Fig. 1: metal layers overlaid
Two of the layers only.
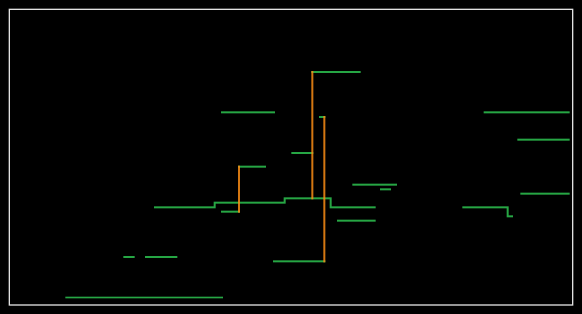
Fig. 2: gate families picked out
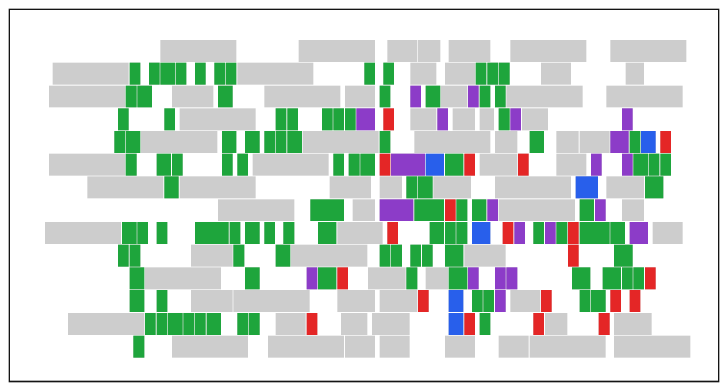
===== src/rtl/edsac_timing_pkg.sv =====
// Shared timing constants and state encoding for the serial arithmetic stages.
package edsac_timing_pkg;

  localparam int WORD_BITS_SHORT    = 17;
  localparam int MINOR_CYCLE_DIGITS = 18;
  localparam int DIGIT_CNT_W        = $clog2(MINOR_CYCLE_DIGITS);

  typedef enum logic [1:0] {
    IDLE,
    LOAD,
    MULT,
    DONE
  } mreg_state_t;

endpackage


===== src/rtl/digit_counter.sv =====
// Digit-within-minor-cycle counter. A c1 pulse restarts the count at 0 on the
// following digit; without c1 it counts up and parks on the last digit.
module digit_counter
  import edsac_timing_pkg::*;
#(
  parameter int MINOR_CYCLE = MINOR_CYCLE_DIGITS,
  parameter int CNT_W       = DIGIT_CNT_W
) (
  input  logic             clk,
  input  logic             rst,
  input  logic             c1,
  output logic [CNT_W-1:0] digit
);

  localparam logic [CNT_W-1:0] LAST_DIGIT = CNT_W'(MINOR_CYCLE - 1);

  logic [CNT_W-1:0] cnt_reg;

  // Resynchronise on every c1, early or not; saturate if c1 goes missing.
  always_ff @(posedge clk or posedge rst) begin
    if (rst) begin
      cnt_reg <= '0;
    end else if (c1) begin
      cnt_reg <= '0;
    end else if (cnt_reg != LAST_DIGIT) begin
      cnt_reg <= cnt_reg + 1'b1;
    end
  end

  assign digit = cnt_reg;

endmodule


===== src/rtl/multiplier_register.sv =====
// Bit-serial multiplier store and sequencer. Loads the multiplier word serially,
// then applies one multiplier bit per minor cycle (LSB first) as a gate on the
// multiplicand stream; the sign-bit minor cycle is flagged as a subtract.
// Optional build macro: MULT_EARLY_EXIT_EN - finish as soon as the multiplier
// bits still to be applied are all zero.
module multiplier_register
  import edsac_timing_pkg::*;
#(
  parameter int WORD_BITS   = WORD_BITS_SHORT,
  parameter int MINOR_CYCLE = MINOR_CYCLE_DIGITS
) (
  input  logic       clk,
  input  logic       rst,
  input  logic       c1,
  input  logic       mlt_in,
  input  logic       load,
  input  logic       start,
  input  logic       mcand,
  output logic       addend,
  output logic       sub,
  output logic       busy,
  output logic       done,
  output logic [4:0] step
);

  localparam int                CNT_W           = DIGIT_CNT_W;
  localparam logic [CNT_W-1:0]  LAST_DATA_DIGIT = CNT_W'(WORD_BITS - 1);
  localparam logic [4:0]        LAST_STEP       = 5'(WORD_BITS - 1);

  // Parameter sanity: step is 5 bits wide and the gap digit(s) must exist.
  generate
    if (WORD_BITS > 31 || WORD_BITS < 2) begin : g_word_bits_check
      $error("multiplier_register: WORD_BITS must be in 2..31");
    end
    if (MINOR_CYCLE <= WORD_BITS) begin : g_minor_cycle_check
      $error("multiplier_register: MINOR_CYCLE must exceed WORD_BITS");
    end
    if (MINOR_CYCLE > (1 << CNT_W)) begin : g_cnt_width_check
      $error("multiplier_register: MINOR_CYCLE does not fit the digit counter");
    end
  endgenerate

  mreg_state_t          state_reg, state_next;
  logic [WORD_BITS-1:0] shift_reg, shift_next;
  logic [4:0]           step_reg, step_next;
  logic                 cur_bit_reg, cur_bit_next;
  logic [CNT_W-1:0]     digit;
  logic                 in_data;
  logic [WORD_BITS-2:0] upper_bits;

  digit_counter #(
    .MINOR_CYCLE (MINOR_CYCLE),
    .CNT_W       (CNT_W)
  ) u_digit_counter (
    .clk   (clk),
    .rst   (rst),
    .c1    (c1),
    .digit (digit)
  );

  // Data digits carry word bits; the remaining digits of a minor cycle are gap.
  assign in_data = (digit <= LAST_DATA_DIGIT);

  // Bits above the LSB, used by both the load shift and the multiply shift.
  for (genvar gi = 0; gi < WORD_BITS - 1; gi++) begin : g_upper
    assign upper_bits[gi] = shift_reg[gi+1];
  end

  // State, multiplier store, step index and the latched multiplier bit.
  always_ff @(posedge clk or posedge rst) begin
    if (rst) begin
      state_reg   <= IDLE;
      shift_reg   <= '0;
      step_reg    <= '0;
      cur_bit_reg <= 1'b0;
    end else begin
      state_reg   <= state_next;
      shift_reg   <= shift_next;
      step_reg    <= step_next;
      cur_bit_reg <= cur_bit_next;
    end
  end

  // Next-state logic: requests are only honoured from IDLE, on c1.
  always_comb begin
    state_next   = state_reg;
    shift_next   = shift_reg;
    step_next    = step_reg;
    cur_bit_next = cur_bit_reg;
    case (state_reg)
      IDLE: begin
        if (c1) begin
          if (load) begin
            state_next = LOAD;
          end else if (start) begin
            state_next   = MULT;
            step_next    = '0;
            cur_bit_next = shift_reg[0];
          end
        end
      end
      LOAD: begin
        // Serial word enters at the MSB end so bit0 ends up as the LSB.
        if (in_data) begin
          shift_next = {mlt_in, upper_bits};
          if (digit == LAST_DATA_DIGIT) begin
            state_next = IDLE;
          end
        end
      end
      MULT: begin
        if (c1) begin
          if (step_reg == LAST_STEP) begin
            state_next = DONE;
          end else begin
            shift_next   = {1'b0, upper_bits};
            step_next    = step_reg + 5'd1;
            cur_bit_next = upper_bits[0];
`ifdef MULT_EARLY_EXIT_EN
            if (upper_bits == '0) begin
              state_next = DONE;
            end
`endif
          end
        end
      end
      DONE: begin
        state_next = IDLE;
      end
      default: begin
        state_next = IDLE;
      end
    endcase
  end

  // The addend path is a single AND so the accumulator sees it in-digit.
  assign addend = mcand & cur_bit_reg & in_data & (state_reg == MULT);
  assign sub    = (state_reg == MULT) & (step_reg == LAST_STEP);
  assign busy   = (state_reg == LOAD) | (state_reg == MULT);
  assign done   = (state_reg == DONE);
  assign step   = step_reg;

endmodule


===== config.mk =====
export PLATFORM = sky130hd
export DESIGN_NAME = multiplier_register
export DESIGN_NICKNAME = d
export VERILOG_FILES = /design/src/rtl/edsac_timing_pkg.sv /design/src/rtl/digit_counter.sv /design/src/rtl/multiplier_register.sv
export SDC_FILE = /design/constraint.sdc
export NUM_CORES = 1
export LEC_CHECK = 0
export ABC_AREA = 1
export CAP_MARGIN = 20
export CORE_ASPECT_RATIO = 0.5
export CORE_MARGIN = 2
export CORE_UTILIZATION = 50
export DETAILED_ROUTE_END_ITERATION = 6
export PLACE_DENSITY = 0.71
export SLEW_MARGIN = 5
export SYNTH_ARGS = -nofsm -noshare
export SYNTH_HDL_FRONTEND = slang
export SYNTH_HIERARCHICAL = 1
export SYNTH_SLANG_ARGS = --single-unit

===== constraint.sdc =====
create_clock -name clk -period 2.4 [get_ports clk]
set_input_delay 0.72 -clock clk [delete_from_list [all_inputs] [get_ports clk]]
set_output_delay 0.72 -clock clk [all_outputs]
set_load 0.005 [all_outputs]

==> CHANGELOG.md <==
### Physical design

- Netlist cell types: 23
- Synth Area in Compound Gates: 2.152%
- Antenna violations before repair: 0
- Critical Path Start: mcand
- Comb pwr: 0.681 mW
- Hold path cells: 2
- Total stage count of the critical path: 4
- Crit. End Element: primary output
- Final-report hold violation count: 0
- Post-Synth Simple-Gate Area: 36.43%
- Clock-cell share of area: 4.862%
- Chip Area: 0.003756 mm2
- Reg2reg path depth: 6
- Critical-path top delay cell: clkdlybuf4s50_1
- Die width: 84.69 um
- Synth Instances: 203
- Post-cts sizing count: 7
- Max-area cell class: multi-input combinational cells
- Residual DRC: 0
- Diode count: 0
- Area share, top type: 46.12%
- Yosys xor share: 1.614%
- Combinational share of cell area: 39.73%
- Number of logic gates: 149
- Run status: finished, final reports clean
- Crit path largest cell delay: 0.46 ns
- Non-clock inverters: 20
- Ys Warns: 6
- Peak supply drop: 527.6 uV
- Clk sinks: 30
- Number of flip-flops in the largest register: 17
- Leak Pwr: 1.036 nW
- Setup crit end: addend
- Final Hold Slack: 0.4716 ns
- # Taps: 40
- # Cells Yosys: 203
- Layout cells sized above 1: 14.35%
- Fp_density: 53.41%
- H-tree depth: 2
- Flop and latch count out of synthesis: 30
- WL per Instance: 11.64 um
- Internal: 1.154 mW
- Flop share of the area: 38.39%
- Syn Std Cell Area: 0.001628 mm2
- CTS clk-pin slew, worst paths: 0.07 ns
- CP delay by family, top: buffers and inverters
- Clk. pwr: 0.433 mW
- Final worst slack: 0.03818 ns
- Yosys top cell by area: dfrtp_1
- Worst Hold Path EP: shift_reg[5]
- Slew HR: 73.61%
- Row cnt: 14
- Least-Margin Pin Slew: 0.3949 ns
- Largest net degree at the start of global routing: 26
- Vias in the first global route: 1283
- Seq pwr: 0.741 mW
- Layout buffering overhead excluding clock cells: 10.62%
- Tool Warnings: 32
- RSZ-0062 raised after global routing: no
- Min cycle time layout: 2.362 ns
- Ys flop type: dfrtp_1
- CTS tree: done
- Die height: 44.35 um
- Comb area: 777.0 um2
- Detailed placement HPWL: 2176 um
- Post-CTS setup buffer count: 4
- WP data arrival: 1.64 ns
- Hold_buf cts: 0
- Fin cells: 270
- Sum Neg Setup Slack: 0 ns
- Total grt overflow: 0
- Switching part of the total power: 37.75%
- Post-synth ARST share: 100.0%
- Part of the power in registers: 39.9%
- Adder Area Share: 6.918%
- Final total power: 1.855 mW
- Avg Inst Size Synth: 8.019 um2
- Reg area: 750.7 um2
- Max Slew Vio Count: 0
- Syn_nets: 219
- Max Cap Violations: 0
- I/O pin total: 16
- Worst Skew: 0.005186 ns
- Pwr top: registers
- Final Cell Area: 0.001956 mm2
- Antenna-violating nets left: 0
About Fig. 1:
[met3] green | wire length: 147 um
[met4] orange | wire length: 47.6 um
Routed WL: 3142 um
All-Layer GR Usage: 19.40%
via count: 1370

About Fig. 2:
[NOR gates] purple | cells: 21
[NAND gates] green | cells: 109 | where: widely spread
[inverting AOI/OAI gates] blue | cells: 6
[inverters] red | cells: 20

kinds of logic (layout without fill, tap and decap cells):
family / count (synthesis) / after routing
adders and majority gates: 9 / 9
DFF: 30 / 30
and+or+nand+nor: 131 / 131
buffers and inverters: 24 / 51
AOI/OAI and AO/OA: 6 / 6
xor gates and xnor gates: 3 / 3
synthesized netlist by cell type, types with 2 or more instances:
cell	instances
buf_6	2
nand2_1	69
xor2_1	2
inv_1	19
nor2_2	3
dfrtp_1	30
nand3_2	2
ha_1	9
nand4_1	5
nor2_1	17
nand3_1	27
o21ai_0	2
nand2_2	4
o22ai_1	2
nand2_4	2
routing by layer:
layer  up-vias  wire length [um]  global-route usage [%]
met5         -                 0                       0
met4         0                47                   7.302
met3         7               147                   7.836
met2        28              1409                   31.81
met1       640              1537                   23.74
li1        695                 -                       -
No activity file was given, so power comes from the tool's default toggle rates.
